==> config.mk <==
export PLATFORM = sky130hd
export DESIGN_NAME = alu_issue_ctrl
export DESIGN_NICKNAME = d
export VERILOG_FILES = /design/src/rtl/alu_pkg.sv /design/src/rtl/regfile_r0z.sv /design/src/rtl/alu_issue_ctrl.sv
export SDC_FILE = /design/constraint.sdc
export NUM_CORES = 1
export LEC_CHECK = 0
export ABC_AREA = 1
export CAP_MARGIN = 0
export CELL_PAD_IN_SITES_DETAIL_PLACEMENT = 0
export CELL_PAD_IN_SITES_GLOBAL_PLACEMENT = 2
export CORE_UTILIZATION = 34
export CTS_BUF_LIST = sky130_fd_sc_hd__clkbuf_8
export CTS_CLUSTER_DIAMETER = 100
export DETAILED_ROUTE_END_ITERATION = 8
export GPL_TIMING_DRIVEN = 1
export PLACE_DENSITY_LB_ADDON = 0.1
export SLEW_MARGIN = 20
export SYNTH_ARGS = -nofsm -noshare
export SYNTH_HDL_FRONTEND = slang
export SYNTH_HIERARCHICAL = 1
export SYNTH_SLANG_ARGS = --single-unit
==> constraint.sdc <==
create_clock -name clk -period 5.6 [get_ports clk]
set_input_delay 1.12 -clock clk [delete_from_list [all_inputs] [get_ports clk]]
set_output_delay 1.12 -clock clk [all_outputs]
set_load 0.05 [all_outputs]
==> src/rtl/alu_pkg.sv <==
// Shared constants, opcode map and controller state encoding for the 16-bit ALU issue path.
// Latency: n/a (declarations only).
// Backpressure: n/a.
package alu_pkg;

    localparam int DATA_W_DEF = 16;

    // ALU operation select driven on alu_op
    localparam logic [1:0] ALU_ADD = 2'b00;
    localparam logic [1:0] ALU_SUB = 2'b01;
    localparam logic [1:0] ALU_AND = 2'b10;
    localparam logic [1:0] ALU_OR  = 2'b11;

    // Instruction opcodes, instr[15:13]
    localparam logic [2:0] OPC_ADD  = 3'b000;
    localparam logic [2:0] OPC_SUB  = 3'b001;
    localparam logic [2:0] OPC_AND  = 3'b010;
    localparam logic [2:0] OPC_OR   = 3'b011;
    localparam logic [2:0] OPC_ADDI = 3'b100;
    localparam logic [2:0] OPC_BZ   = 3'b101;
    localparam logic [2:0] OPC_BN   = 3'b110;
    localparam logic [2:0] OPC_HALT = 3'b111;

    // Instruction field positions (3-bit fields given by their LSB)
    localparam int OPC_LSB = 13;
    localparam int RD_LSB  = 10;
    localparam int RS_LSB  = 7;
    localparam int RT_LSB  = 4;
    localparam int IMM7_W  = 7;
    localparam int IMM10_W = 10;

    typedef enum logic [2:0] {
        ST_IDLE,
        ST_EXEC,
        ST_WB,
        ST_BRANCH,
        ST_HALT
    } state_t;

    // ALU-class opcode to ALU operation; ADDI reuses the adder
    function automatic logic [1:0] opc_to_aluop(input logic [2:0] opc);
        logic [1:0] op;
        case (opc)
            OPC_SUB: op = ALU_SUB;
            OPC_AND: op = ALU_AND;
            OPC_OR:  op = ALU_OR;
            default: op = ALU_ADD;
        endcase
        return op;
    endfunction

endpackage

==> src/rtl/regfile_r0z.sv <==
// Register file, NREGS x DATA_W, register 0 reads as zero and ignores writes.
// Latency: reads combinational, write visible the cycle after we is sampled.
// Backpressure: none; always accepts a write.
module regfile_r0z
    import alu_pkg::*;
#(
    parameter int DATA_W = DATA_W_DEF,
    parameter int NREGS  = 8,
    parameter int AW     = $clog2(NREGS)
) (
    input  logic              clk,
    input  logic              rst,
    input  logic [AW-1:0]     ra_addr,
    output logic [DATA_W-1:0] ra_data,
    input  logic [AW-1:0]     rb_addr,
    output logic [DATA_W-1:0] rb_data,
    input  logic [AW-1:0]     dbg_addr,
    output logic [DATA_W-1:0] dbg_data,
    input  logic              we,
    input  logic [AW-1:0]     waddr,
    input  logic [DATA_W-1:0] wdata
);

    logic [DATA_W-1:0] mem [NREGS];

    // Storage: cleared by reset, single write port, writes to r0 dropped
    always_ff @(posedge clk or posedge rst) begin
        if (rst) begin
            for (int i = 0; i < NREGS; i++) begin
                mem[i] <= '0;
            end
        end else if (we && (waddr != '0)) begin
            mem[waddr] <= wdata;
        end
    end

    assign ra_data  = (ra_addr  == '0) ? '0 : mem[ra_addr];
    assign rb_data  = (rb_addr  == '0) ? '0 : mem[rb_addr];
    assign dbg_data = (dbg_addr == '0) ? '0 : mem[dbg_addr];

endmodule

==> src/rtl/alu_issue_ctrl.sv <==
// Issue/writeback controller: decodes a word, drives the ALU, writes back, resolves Z/N branches. ALU_CTRL_OVF_TRAP_EN adds a sticky ovf output and halts on signed overflow.
// Latency: ALU op accepted in T -> operands in T+1, write in T+2, ready at T+3; branch ready at T+2.
// Backpressure: instr_ready only in IDLE; a word held valid elsewhere waits and is not consumed.
module alu_issue_ctrl
    import alu_pkg::*;
#(
    parameter int DATA_W = DATA_W_DEF,
    parameter int NREGS  = 8,
    parameter int PC_W   = 8
) (
    input  logic              clk,
    input  logic              rst,
    input  logic              instr_valid,
    input  logic [15:0]       instr,
    output logic              instr_ready,
    output logic [DATA_W-1:0] alu_a,
    output logic [DATA_W-1:0] alu_b,
    output logic [1:0]        alu_op,
    input  logic [DATA_W-1:0] alu_result,
    input  logic              alu_z,
    input  logic              alu_n,
    output logic [PC_W-1:0]   pc,
    output logic              halted,
    input  logic [2:0]        dbg_addr,
    output logic [DATA_W-1:0] dbg_data
`ifdef ALU_CTRL_OVF_TRAP_EN
    ,output logic             ovf
`endif
);

    state_t            state, state_nxt;
    logic [15:0]       instr_q;
    logic [2:0]        opc_in, opc_q, rs_in, rt_in, rd_q;
    logic [DATA_W-1:0] rs_data, rt_data, imm7_ext;
    logic [PC_W-1:0]   pc_inc, br_off;
    logic              rf_we, zf, nf, accept, is_alu_in, br_taken;

    assign opc_in    = instr[OPC_LSB +: 3];
    assign rs_in     = instr[RS_LSB +: 3];
    assign rt_in     = instr[RT_LSB +: 3];
    assign opc_q     = instr_q[OPC_LSB +: 3];
    assign rd_q      = instr_q[RD_LSB +: 3];
    assign imm7_ext  = DATA_W'($signed(instr[IMM7_W-1:0]));
    assign br_off    = PC_W'($signed(instr_q[IMM10_W-1:0]));
    assign pc_inc    = pc + PC_W'(1);
    assign accept    = instr_valid & instr_ready;
    assign is_alu_in = ~opc_in[2] | (opc_in == OPC_ADDI);
    assign br_taken  = (opc_q == OPC_BZ) ? zf : nf;
    assign halted    = (state == ST_HALT);

    // Operands are read from the incoming word so they are on the bus in EXEC
    regfile_r0z #(.DATA_W(DATA_W), .NREGS(NREGS)) u_rf (
        .clk      (clk),
        .rst      (rst),
        .ra_addr  (rs_in),
        .ra_data  (rs_data),
        .rb_addr  (rt_in),
        .rb_data  (rt_data),
        .dbg_addr (dbg_addr),
        .dbg_data (dbg_data),
        .we       (rf_we),
        .waddr    (rd_q),
        .wdata    (alu_result)
    );

`ifdef ALU_CTRL_OVF_TRAP_EN
    logic is_arith, a_s, b_s, r_s, ovf_now;
    assign is_arith = (opc_q == OPC_ADD) | (opc_q == OPC_SUB) | (opc_q == OPC_ADDI);
    assign a_s      = alu_a[DATA_W-1];
    assign b_s      = alu_b[DATA_W-1] ^ (opc_q == OPC_SUB);
    assign r_s      = alu_result[DATA_W-1];
    assign ovf_now  = (state == ST_WB) && is_arith && (a_s == b_s) && (r_s != a_s);
`endif

    // State register
    always_ff @(posedge clk or posedge rst) begin
        if (rst) begin
            state <= ST_IDLE;
        end else begin
            state <= state_nxt;
        end
    end

    // Next-state, handshake and writeback enable
    always_comb begin
        state_nxt   = state;
        instr_ready = 1'b0;
        rf_we       = 1'b0;
        case (state)
            ST_IDLE: begin
                instr_ready = 1'b1;
                if (instr_valid) begin
                    if (is_alu_in) begin
                        state_nxt = ST_EXEC;
                    end else if (opc_in == OPC_HALT) begin
                        state_nxt = ST_HALT;
                    end else begin
                        state_nxt = ST_BRANCH;
                    end
                end
            end
            ST_EXEC:   state_nxt = ST_WB;
            ST_WB: begin
                rf_we     = 1'b1;
                state_nxt = ST_IDLE;
`ifdef ALU_CTRL_OVF_TRAP_EN
                if (ovf_now) begin
                    state_nxt = ST_HALT;
                end
`endif
            end
            ST_BRANCH: state_nxt = ST_IDLE;
            ST_HALT:   state_nxt = ST_HALT;
            default:   state_nxt = ST_IDLE;
        endcase
    end

    // Datapath: word latch, ALU operand registers, flags and pc
    always_ff @(posedge clk or posedge rst) begin
        if (rst) begin
            instr_q <= '0;
            alu_a   <= '0;
            alu_b   <= '0;
            alu_op  <= ALU_ADD;
            pc      <= '0;
            zf      <= 1'b0;
            nf      <= 1'b0;
`ifdef ALU_CTRL_OVF_TRAP_EN
            ovf     <= 1'b0;
`endif
        end else begin
            if (accept) begin
                instr_q <= instr;
                if (is_alu_in) begin
                    alu_a  <= rs_data;
                    alu_b  <= (opc_in == OPC_ADDI) ? imm7_ext : rt_data;
                    alu_op <= opc_to_aluop(opc_in);
                end
            end
            if (state == ST_WB) begin
                zf <= alu_z;
                nf <= alu_n;
                pc <= pc_inc;
`ifdef ALU_CTRL_OVF_TRAP_EN
                if (ovf_now) begin
                    ovf <= 1'b1;
                end
`endif
            end
            if (state == ST_BRANCH) begin
                pc <= br_taken ? (pc_inc + br_off) : pc_inc;
            end
        end
    end

endmodule

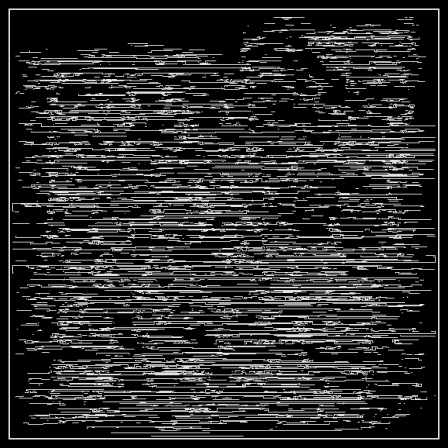
Fig. 1. Signal wires on met1 (run 1).
nets with wire on the layer: 1680
main direction: horizontal
share of all routed wire: 49%
wire length on this layer: 21.3 mm

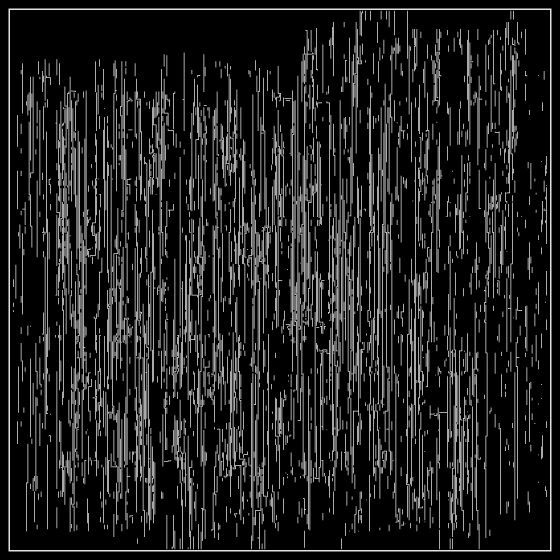
Fig. 2. Met2 routing (run 1).
main direction: vertical
longest straight run: 114 um
nets with wire on the layer: 1314

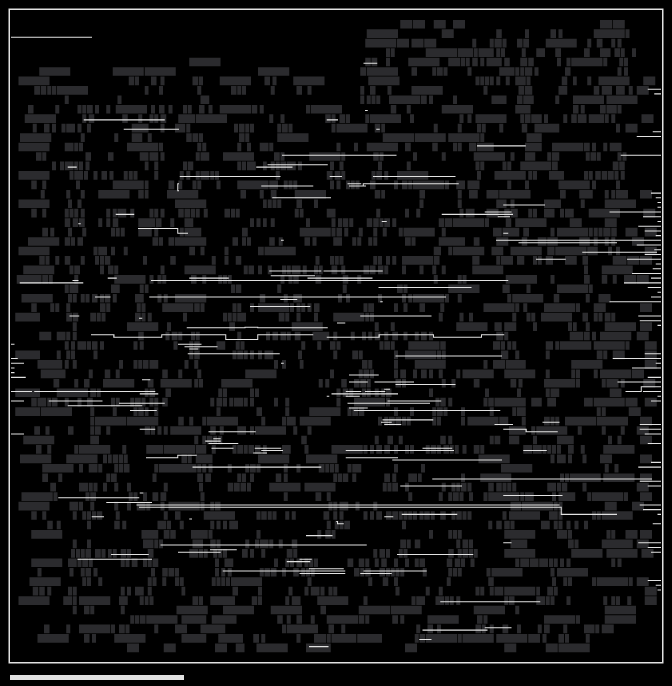
Fig. 3. Metal 3 (run 1).
Scale bar: 50 um.
main direction: horizontal
share of all routed wire: 5.9%
longest straight run: 121 um
wire length on this layer: 2550 um
nets with wire on the layer: 152

==> results.env, run 1 <==
P_LEAK_nW=7.00
TIMING.FINAL.HOLD_VIOLATIONS=0
REGISTER_AREA_MM2=0.00473
FINALHOLDWORSTSLACK_NS=0.388
REGISTER_RANKED_FIRST_BY_FLIP_FLOP_COUNT='u_rf/mem'
CRITICAL_PATH_BUF_INV_COUNT=3
TIMING.REG2REG.SETUP_SLACK_NS=2.95
POSTSYNTHAREAPERCELL_UM2=6.63
FIRST_ITER_VIOLATIONS=713
AO_OA_AREA_SHARE_PCT=10.6
GRT_USE_MET2_PCT=39.2
YOSYS-DOMINANT-COMB-FAMILY='simple AND/OR/NAND/NOR gates'
POWER.SHARE.SWITCHING_PCT=48.3
ROUTED-WL-MET2_UM=18900
POWER.DENSITY_CELL_AREA_mW_PER_MM2=503
CLOCKPOWERSHARE_PCT=13.8
LARGEST_REGISTERS='u_rf/mem x128, alu_a x16, alu_b x16'
MET3_LENGTH_UM=2550
SYNTHFLOPTYPE='sky130_fd_sc_hd__dfrtp_1'
DIE.SIZE.Y_UM=188
YS_TOP_CELLS_BY_AREA='sky130_fd_sc_hd__dfrtp_1 (40%), sky130_fd_sc_hd__nand2_1 (23%), sky130_fd_sc_hd__nand3_1 (8.5%), sky130_fd_sc_hd__inv_1 (5.4%), sky130_fd_sc_hd__o21ai_0 (5.0%)'
SYNTHMUXAREASHARE_PCT=0.0961
YOSYSWARNINGS=6
DRT-WIRELENGTH-PER-CELL_UM=19.4
GRT_PASS1_VIAS=10905
FLOW.AREA_GROWTH_FROM_SYNTHESIS_PCT=14.1
LAYOUT.NON_CLOCK_BUFFERS=124
FINAL_AREA_MM2=0.0134
PLACE_WS_NS=1.38
R2R-END='u_rf/mem[100]'
TOT_GR_TRACK_USE_PCT=25.5
OUTCOME='complete, no violations'
Fig. 4: run 1, metal 4
Scale bar: 50 um.
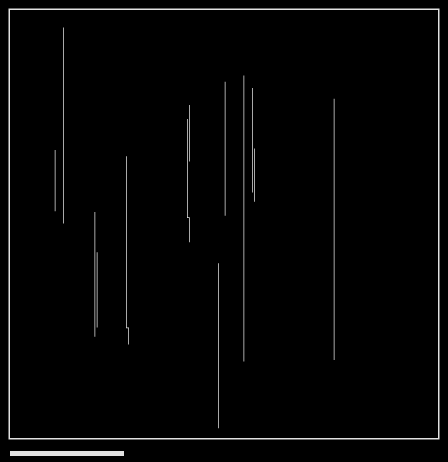

## Run 2: what changed since run 1
Settings changed: CORE_UTILIZATION 34 to 30.
Clock period 5.6 ns to 3.7 ns, I/O delays scaled along.
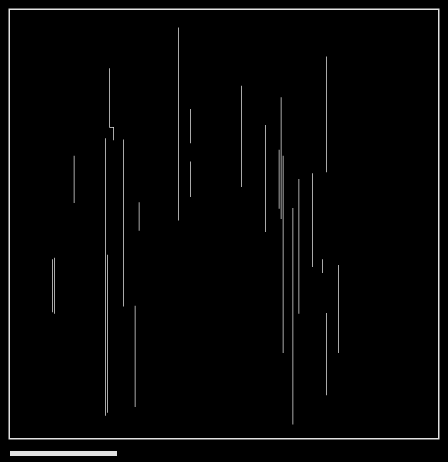
Fig. 5. Metal 4 (run 2).
Scale bar: 50 um.
share of all routed wire: 2.5%
nets with wire on the layer: 18
main direction: vertical
longest straight run: 129 um

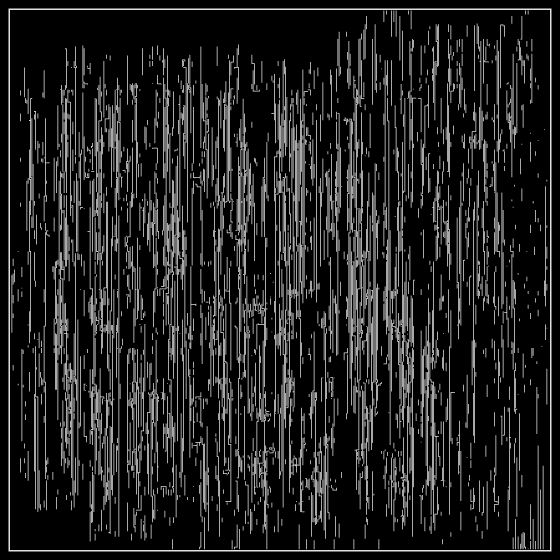
Fig. 6. Met2 routing (run 2).
wire length on this layer: 20.5 mm
nets with wire on the layer: 1337

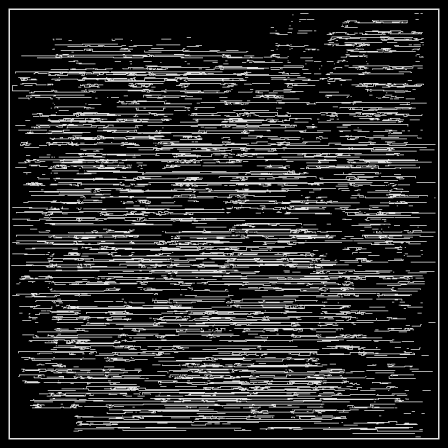
Fig. 7. Signal wires on met1 (run 2).
routing usage on met1: 36.1%
Routed Wire Length: 47600 um

==> run 2 against run 1 <==
Against the previous run:
- synthesized cell count is the same
- sequential cell count unchanged
- wire length up 9.4%
- critical path type unchanged
==> results.env, run 2 <==
POWER.SHARE.SWITCHING_PCT=48.8  # +0.53 points
COMB.MULTI_INPUT.COUNT=1275
AREA.SHARE.SEQUENTIAL_PCT=34.7
POSTSYNTHAREAPERCELL_UM2=6.63  # unchanged
FIRST_ITER_VIOLATIONS=982  # +38%
P_LEAK_nW=7.09  # +1.3%
TOT_GR_TRACK_USE_PCT=25.0  # -0.52 points
YS_TOP_CELLS_BY_AREA='sky130_fd_sc_hd__dfrtp_1 (40%), sky130_fd_sc_hd__nand2_1 (23%), sky130_fd_sc_hd__nand3_1 (8.5%), sky130_fd_sc_hd__inv_1 (5.4%), sky130_fd_sc_hd__o21ai_0 (5.0%)'
ROW_COUNT=72
FINAL_AREA_MM2=0.0136  # +2.0%
COMB_CELL_POWER_W=0.00537
REGISTER_RANKED_FIRST_BY_FLIP_FLOP_COUNT='u_rf/mem'
YOSYS-DOMINANT-COMB-FAMILY='simple AND/OR/NAND/NOR gates'
GRT_USE_MET2_PCT=37.2  # -1.9 points
TIMING.REG2REG.SETUP_SLACK_NS=1.23  # -1.72 ns
SYNTHMUXAREASHARE_PCT=0.0961  # unchanged
DRT-WIRELENGTH-PER-CELL_UM=20.4  # +5.4%
R2R-END='pc[7]'
CRITICAL_PATH_BUF_INV_COUNT=4  # +1
SYNTHFLOPTYPE='sky130_fd_sc_hd__dfrtp_1'
PLACE_WS_NS=0.475  # -0.905 ns
YOSYSWARNINGS=6  # unchanged
ROUTED-WL-MET2_UM=20500  # +8.3%
TIMING.FINAL.HOLD_VIOLATIONS=0  # unchanged
AO_OA_AREA_SHARE_PCT=10.6  # unchanged
REGISTER_AREA_MM2=0.00473  # unchanged
LAYOUT.NON_CLOCK_BUFFERS=139  # +12%
LARGEST_REGISTERS='u_rf/mem x128, alu_a x16, alu_b x16'
FINALHOLDWORSTSLACK_NS=0.387  # -0.00158 ns
CTS-HOLD-FIX-BUFFERS=0
POWER.DENSITY_CELL_AREA_mW_PER_MM2=765  # +52%
OUTCOME='complete, no violations'
FLOW.AREA_GROWTH_FROM_SYNTHESIS_PCT=16.3
Fig. 8: run 2, routing congestion
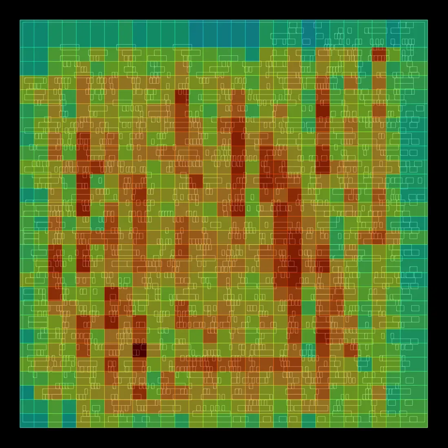

## Run 3: what changed since run 2
Settings changed: PLACE_DENSITY from default to 0.81, PLACE_DENSITY_LB_ADDON 0.1 to default.
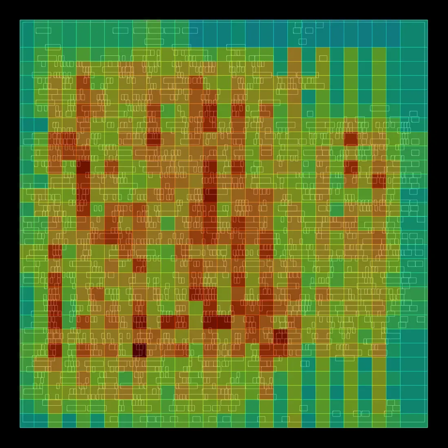
Fig. 9. Routing congestion (run 3).
GR met3 Demand/Resource: 3.51%
Global Route met2 Usage: 35.7%
fin util: 35.3%
routed len/inst: 18.8 um

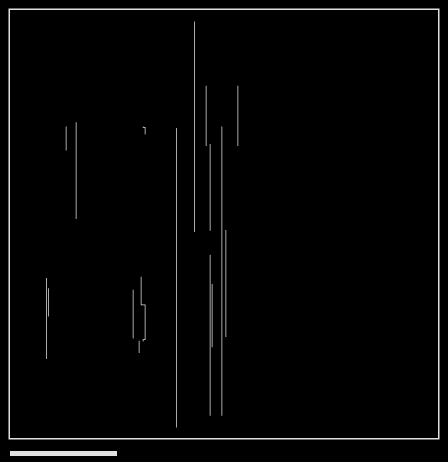
Fig. 10. Metal 4 (run 3).
Scale bar: 50 um.
nets with wire on the layer: 13
wire length on this layer: 793 um
share of all routed wire: 1.8%
longest straight run: 139 um

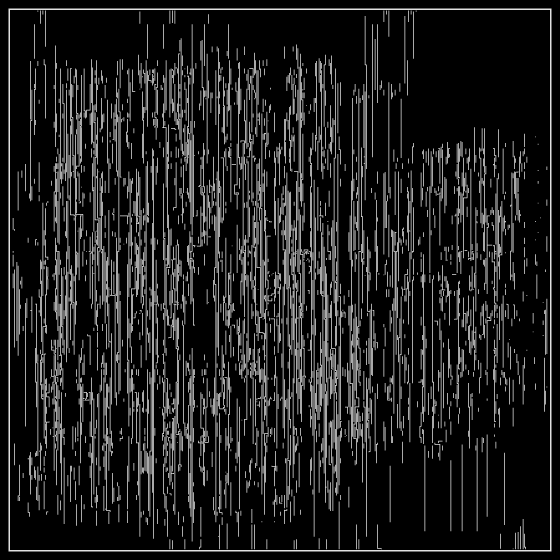
Fig. 11. Met2 routing (run 3).
longest straight run: 140 um
share of all routed wire: 44%
wire length on this layer: 19200 um
main direction: vertical
nets with wire on the layer: 1360

==> run 3 against run 2 <==
Against the previous run:
- largest power group unchanged
- sequential share of layout area hardly changed
- clock-buffer cell count rose by 1
- clock power decreased by 5%
- clock skew about the same
- hold slack improved by 0.0012 ns
- worst setup slack better by 0.029 ns
- register-to-register slack hardly changed
==> results.env, run 3 <==
YS_TOP_CELLS_BY_AREA='sky130_fd_sc_hd__dfrtp_1 (40%), sky130_fd_sc_hd__nand2_1 (23%), sky130_fd_sc_hd__nand3_1 (8.5%), sky130_fd_sc_hd__inv_1 (5.4%), sky130_fd_sc_hd__o21ai_0 (5.0%)'
YOSYSWARNINGS=6  # unchanged
REGISTER_RANKED_FIRST_BY_FLIP_FLOP_COUNT='u_rf/mem'
REGISTER_AREA_MM2=0.00473  # unchanged
LAYOUT.NON_CLOCK_BUFFERS=138  # -0.72%
SYNTHMUXAREASHARE_PCT=0.0961  # unchanged
COMB.MULTI_INPUT.COUNT=1275  # unchanged
FINALHOLDWORSTSLACK_NS=0.388  # +0.00115 ns
CTS-HOLD-FIX-BUFFERS=0  # unchanged
FLOW.AREA_GROWTH_FROM_SYNTHESIS_PCT=16.2  # about the same
POSTSYNTHAREAPERCELL_UM2=6.63  # unchanged
R2R-END='pc[7]'
GRT_PASS1_VIAS=10988
WORST_IR_DROP_VDD_uV=280
P_LEAK_nW=7.07  # -0.28%
PLACE_WS_NS=0.533  # +0.0580 ns
ROW_COUNT=72  # unchanged
POWER.SHARE.SWITCHING_PCT=48.4  # -0.38 points
ANTENNA_CELLS_INSERTED=2
CRITICAL_PATH_BUF_INV_COUNT=3  # -1
POWER.DENSITY_CELL_AREA_mW_PER_MM2=754  # -1.4%
P_COMB_SHARE_PCT=51.5
DETAIL_ROUTE.WIRELENGTH_UM=44000  # -7.7%
CLOCK_DISTRIBUTION_POWER_W=0.00142
FINAL_AREA_MM2=0.0136  # about the same
SYN_NETS=1817
LAYOUT.BUFFER.NONCLOCK.AREA_SHARE_PCT=11.1
CTS.REPAIR_TIMING.SETUP_BUFFER_COUNT=0
DETAILROUTE.VIA_COUNT=11443
YOSYS-DOMINANT-COMB-FAMILY='simple AND/OR/NAND/NOR gates'
TIMING.REG2REG.SETUP_SLACK_NS=1.22  # about the same
DIE_AREA_MM2=0.0399
FILL_CELLS=4305
SEQUENTIALPOWER_W=0.00357
OUTCOME='complete, no violations'
DESIGN_POWER_TOTAL_W=0.0103
AO_OA_AREA_SHARE_PCT=10.6  # unchanged
ROUTED-WL-MET2_UM=19200  # -6.4%
WORST-ENDPOINT-ARRIVAL_NS=2.46
AREA.SHARE.SEQUENTIAL_PCT=34.7  # about the same
CLOCK_TREE_FROM_TRITONCTS='built'
YOSYSCELLCOUNT=1767
POST_DRT_VIA_CELL_RATIO=4.90
USE_MET1_PCT=33.2  # -2.9 points
COMB_CELL_POWER_W=0.00529  # -1%
LARGEST_REGISTERS='u_rf/mem x128, alu_a x16, alu_b x16'
FIRST_ITER_VIOLATIONS=1013  # +3.2%
GRT_FIRST_PASS_WIRELENGTH_UM=68300
TIMING.FINAL.HOLD_VIOLATIONS=0  # unchanged
SEQ_CELLS=189
Power and IR drop assume default switching activity.
